File: config.mk
export PLATFORM = sky130hd
export DESIGN_NAME = seq_sub_32b
export DESIGN_NICKNAME = d
export VERILOG_FILES = /design/src/rtl/seq_sub_pkg.sv /design/src/rtl/sub_slice.sv /design/src/rtl/seq_sub_32b.sv
export SDC_FILE = /design/constraint.sdc
export NUM_CORES = 1
export LEC_CHECK = 0
export ABC_AREA = 1
export CAP_MARGIN = 30
export CORE_UTILIZATION = 45
export DETAILED_ROUTE_END_ITERATION = 12
export GPL_TIMING_DRIVEN = 0
export PLACE_DENSITY_LB_ADDON = 0.1
export SLEW_MARGIN = 10
export SYNTH_ARGS = -nofsm -noshare
export SYNTH_HDL_FRONTEND = slang
export SYNTH_SLANG_ARGS = --single-unit
File: constraint.sdc
create_clock -name clk -period 2.7 [get_ports clk]
set_input_delay 0.54 -clock clk [delete_from_list [all_inputs] [get_ports clk]]
set_output_delay 0.54 -clock clk [all_outputs]
set_load 0.1 [all_outputs]
File: src/rtl/seq_sub_pkg.sv
// seq_sub_pkg: shared state encoding, default sizes and counter sizing for the sliced subtractor.
package seq_sub_pkg;
  typedef enum logic [1:0] {IDLE, RUN, DONE} state_e;
  localparam int DEF_WIDTH = 32;
  localparam int DEF_CHUNK = 4;
  function automatic int cnt_w(input int n);
    return (n > 1) ? $clog2(n) : 1;
  endfunction
endpackage

File: src/rtl/sub_slice.sv
// sub_slice: CHUNK-bit adder slice with carry in/out, reused once per cycle by seq_sub_32b.
module sub_slice #(
  parameter int CHUNK = 4
) (
  input  logic [CHUNK-1:0] x,
  input  logic [CHUNK-1:0] y,
  input  logic             cin,
  output logic [CHUNK-1:0] s,
  output logic             cout
);
  assign {cout, s} = {1'b0, x} + {1'b0, y} + {{CHUNK{1'b0}}, cin};
endmodule

File: src/rtl/seq_sub_32b.sv
// seq_sub_32b: multi-cycle a - b computed as a + ~b + 1, one CHUNK slice per clock.
// Define SEQ_SUB_CMP_EN to add the lt_u / eq compare outputs.
module seq_sub_32b
  import seq_sub_pkg::*;
#(
  parameter int WIDTH = DEF_WIDTH,
  parameter int CHUNK = DEF_CHUNK
) (
  input  logic             clk,
  input  logic             rst_n,
  input  logic             start,
  input  logic [WIDTH-1:0] a,
  input  logic [WIDTH-1:0] b,
  output logic             ready,
  output logic             done,
  output logic [WIDTH-1:0] diff,
  output logic             borrow,
  output logic             ovf
`ifdef SEQ_SUB_CMP_EN
  ,
  output logic             lt_u,
  output logic             eq
`endif
);
  localparam int NSLICE = WIDTH / CHUNK;
  localparam int CW = cnt_w(NSLICE);
  localparam logic [CW-1:0] LAST = CW'(NSLICE - 1);
  if (WIDTH % CHUNK != 0) begin : g_bad_cfg
    $error("seq_sub_32b: WIDTH must be a multiple of CHUNK");
  end
  state_e state_q, state_d;
  logic [WIDTH-1:0] a_q, a_d, nb_q, nb_d, diff_q, diff_d;
  logic [CW-1:0] cnt_q, cnt_d;
  logic carry_q, carry_d, borrow_q, borrow_d, ovf_q, ovf_d;
  logic [CHUNK-1:0] s;
  logic cout;
  sub_slice #(.CHUNK(CHUNK)) u_slice (
    .x   (a_q[cnt_q*CHUNK +: CHUNK]),
    .y   (nb_q[cnt_q*CHUNK +: CHUNK]),
    .cin (carry_q),
    .s   (s),
    .cout(cout)
  );
`ifdef SEQ_SUB_CMP_EN
  logic eq_q, eq_d;
`endif
  always_comb begin
    state_d  = state_q;
    a_d      = a_q;
    nb_d     = nb_q;
    cnt_d    = cnt_q;
    carry_d  = carry_q;
    diff_d   = diff_q;
    borrow_d = borrow_q;
    ovf_d    = ovf_q;
`ifdef SEQ_SUB_CMP_EN
    eq_d     = eq_q;
`endif
    case (state_q)
      IDLE: if (start) begin
        state_d  = RUN;
        a_d      = a;
        nb_d     = ~b;
        carry_d  = 1'b1;
        cnt_d    = '0;
        diff_d   = '0;
        borrow_d = 1'b0;
        ovf_d    = 1'b0;
`ifdef SEQ_SUB_CMP_EN
        eq_d     = 1'b0;
`endif
      end
      RUN: begin
        diff_d[cnt_q*CHUNK +: CHUNK] = s;
        carry_d = cout;
        cnt_d   = cnt_q + 1'b1;
        if (cnt_q == LAST) begin
          state_d  = DONE;
          borrow_d = ~cout;
          // operands of equal sign cannot overflow; nb holds ~b so equal bits mean opposite signs
          ovf_d    = (a_q[WIDTH-1] == nb_q[WIDTH-1]) && (s[CHUNK-1] != a_q[WIDTH-1]);
`ifdef SEQ_SUB_CMP_EN
          eq_d     = ~|diff_d;
`endif
        end
      end
      default: state_d = IDLE;
    endcase
  end
  always_ff @(posedge clk) begin
    if (!rst_n) begin
      state_q  <= IDLE;
      a_q      <= '0;
      nb_q     <= '0;
      cnt_q    <= '0;
      carry_q  <= 1'b0;
      diff_q   <= '0;
      borrow_q <= 1'b0;
      ovf_q    <= 1'b0;
`ifdef SEQ_SUB_CMP_EN
      eq_q     <= 1'b0;
`endif
    end else begin
      state_q  <= state_d;
      a_q      <= a_d;
      nb_q     <= nb_d;
      cnt_q    <= cnt_d;
      carry_q  <= carry_d;
      diff_q   <= diff_d;
      borrow_q <= borrow_d;
      ovf_q    <= ovf_d;
`ifdef SEQ_SUB_CMP_EN
      eq_q     <= eq_d;
`endif
    end
  end
  assign ready  = state_q == IDLE;
  assign done   = state_q == DONE;
  assign diff   = diff_q;
  assign borrow = borrow_q;
  assign ovf    = ovf_q;
`ifdef SEQ_SUB_CMP_EN
  assign lt_u   = borrow_q;
  assign eq     = eq_q;
`endif
endmodule

Run 1, metal 2:
Bar = 20 microns.
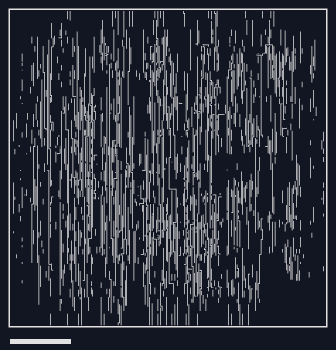
- wire length on this layer: 6080 microns
- longest straight run: 51.0 microns
- main direction: vertical
met2 usage: 43.74%
Vias: 4656
drt total wl: 13190 microns

Run 1, clock wires, drivers and flops:
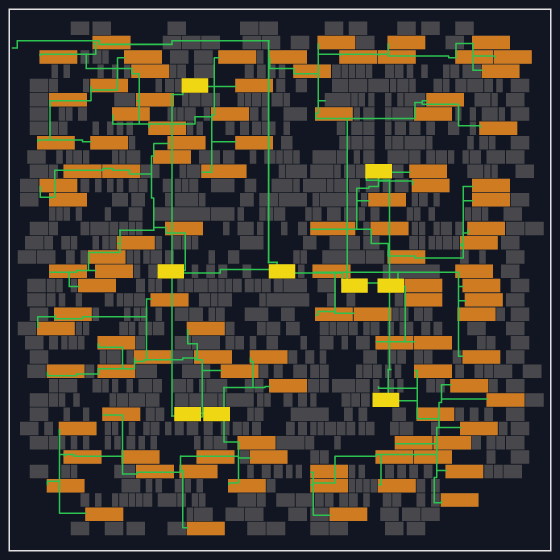
- cells driving clock nets: yellow (count 9)
- flip-flops: orange (count 104)
- clock wires: green (length 1180 microns)
- routed clock nets: 10
- flops lie: all over the die

==> results.json, run 1 <==
{
  "comb_cells": 455,
  "dominant_cells": "combinational gates",
  "slew_headroom_pct": 34.16,
  "seq_power_share_pct": 45.9,
  "largest_area_cell": "dfxtp_1",
  "ir_worst_vdd_v": 0.0003116,
  "cts_hold_buf": 0,
  "rrSetupSlack_ns": 0.01,
  "cp_num_buf_inv": 4,
  "antenna_found_initial": 0,
  "lay_top_count": "nor2_1",
  "grt-busiest-layer": "met2",
  "path_clk_slew_ns": 0.10,
  "top_cells_by_area": "dfxtp_1, o21ai_0, nor2_1",
  "synth.top_cells.by_count": "nor2_1, dfxtp_1, o21ai_0, nand2_1, a21oi_1",
  "synth.area.mux_share_pct": 0,
  "arrival_ns": 2.98,
  "crit_fanout": 8,
  "clkPwrFrac_pct": 29.2,
  "simple_gate_area_share_pct": 23.27,
  "clock_power_mw": 1.08,
  "root_buffer": "clkbuf_8",
  "cp_slowest_cell": "dfxtp_4",
  "switching_share_pct": 30.35,
  "io_pins": 103,
  "grt_setup_unrepaired": "yes",
  "synthCells": 617,
  "placed_area_sq_mm": 0.005747,
  "inverters": 23,
  "clock_skew_ns": 0.01714,
  "ys_top_logic_family": "simple AND/OR/NAND/NOR gates",
  "numCtsBuffers": 9,
  "yosys-stat-area_sq_mm": 0.004569,
  "cts_setup_buffers": 17,
  "ff_type": "dfxtp_1",
  "met3_length_microns": 842,
  "status": "complete, no violations",
  "holdPathStages": 2,
  "clock_latency_ns": 0.37,
  "whs_ns": 0.4631,
  "met3_usage_pct": 4.000,
  "antennaDiodeCount": 0,
  "fp_util_pct": 46.53
}
Run 1, placement by cell class:
Bar = 20 microns. Fill, decap, tap and diode cells in grey.
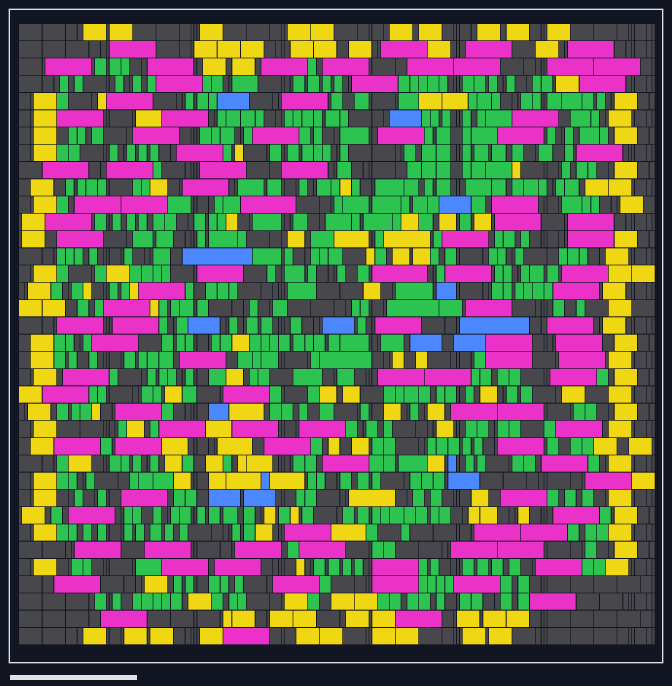
- other buffers and delay cells: yellow (cells 161)
- all other logic: green (cells 478)
- clock drivers and dummy loads: blue (cells 16)
- flip-flops: magenta (cells 104)

Run 1, placement view:
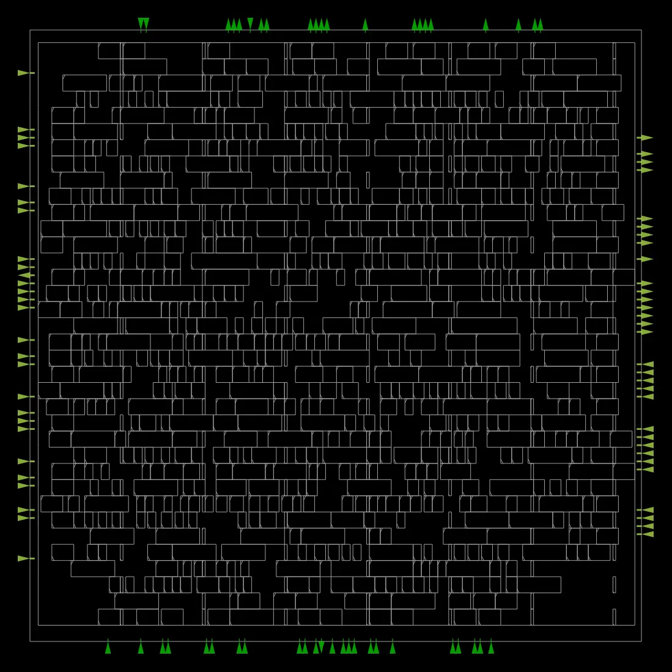
flip-flops: 104
Final Non-Filler Cells: 892
core area: 0.009819 sq mm

==> inputs of run 2 (changes only) <==
- CORE_UTILIZATION: 45 -> 50
- clock period: 2.7 -> 2.6 ns (I/O delays scaled with it)
Run 2, placement by cell class:
Bar = 20 microns. Fill, decap, tap and diode cells in grey.
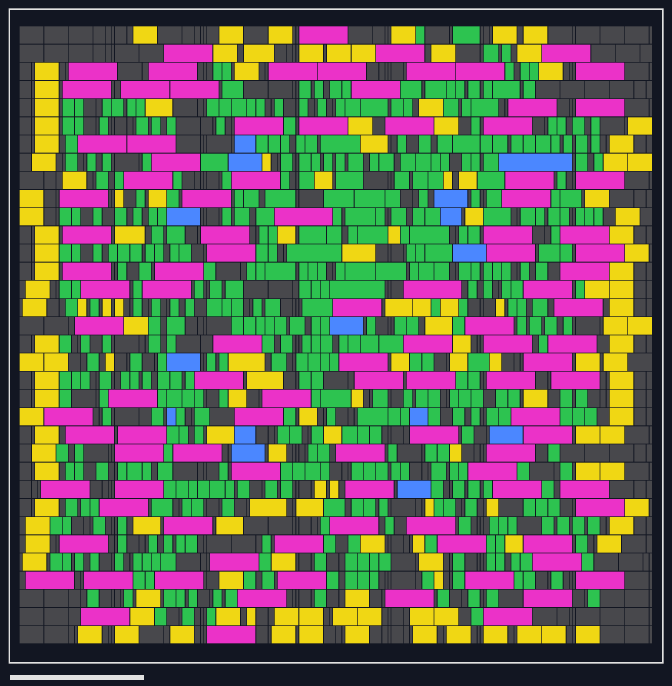
- flip-flops: magenta (cells 104)
- clock drivers and dummy loads: blue (cells 15)
- all other logic: green (cells 478)
- other buffers and delay cells: yellow (cells 147)
Final Instance Area: 0.006203 sq mm
Cell Rows: 34
core area: 0.008763 sq mm
Core Util, Final: 70.79%

Run 2, placement view:
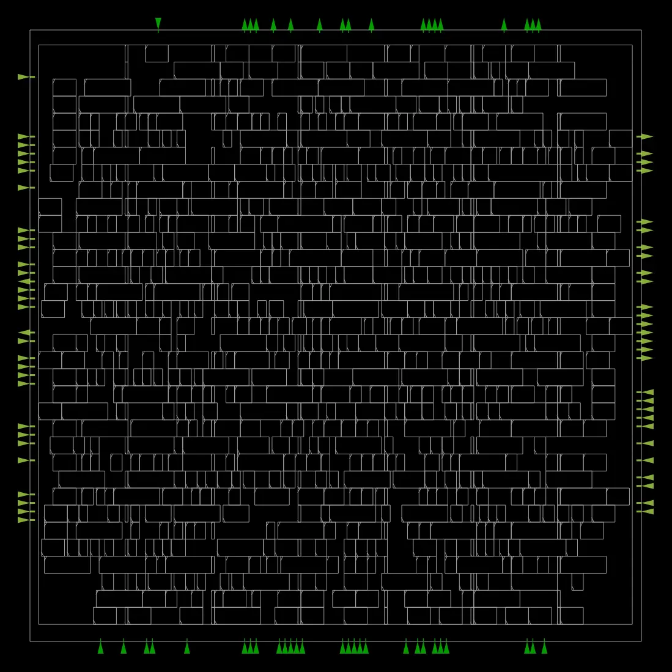
Well Taps: 108
Filler cells: 741
Final Non-Filler Cells: 852
fraction of area in registers: 33.68%

==> run 2 against run 1 <==
Power increased by 0.51%; die size decreased by 9.8%; wire length increased by 1.1%; cell area decreased by 2.9%; largest power group unchanged; worst hold slack improved by 0.0029 ns; clock skew decreased by 0.0064 ns; critical path type unchanged; register-to-register slack got worse by 0.04 ns; the run now ends with negative setup slack left; combinational power increased by 1%.
==> results.json, run 2 <==
{
  "cts_setup_buffers": 12,
  "rrSetupSlack_ns": -0.03,
  "path_clk_slew_ns": 0.10,
  "lay_top_count": "nor2_1",
  "grt.met2_usage_pct": 46.96,
  "arrival_ns": 2.94,
  "vias": 4685,
  "seq_power_share_pct": 47.3,
  "status": "finished with violations",
  "top_cells_by_area": "dfxtp_1, o21ai_0, nor2_1",
  "clkPwrFrac_pct": 27.5,
  "io_pins": 103,
  "met3_usage_pct": 6.115,
  "whs_ns": 0.4660,
  "dominant_cells": "combinational gates",
  "worst_slack_ns": -0.03114,
  "synth.top_cells.by_count": "nor2_1, dfxtp_1, o21ai_0, nand2_1, a21oi_1",
  "comb_cells": 455,
  "cts_hold_buf": 0,
  "root_buffer": "clkbuf_8",
  "setup_viol": 4,
  "inverters": 23,
  "violations": "negative setup slack",
  "synth.area.mux_share_pct": 0,
  "largest_area_cell": "dfxtp_1",
  "drt-total-wl_microns": 13330
}
Power and IR drop assume default switching activity.
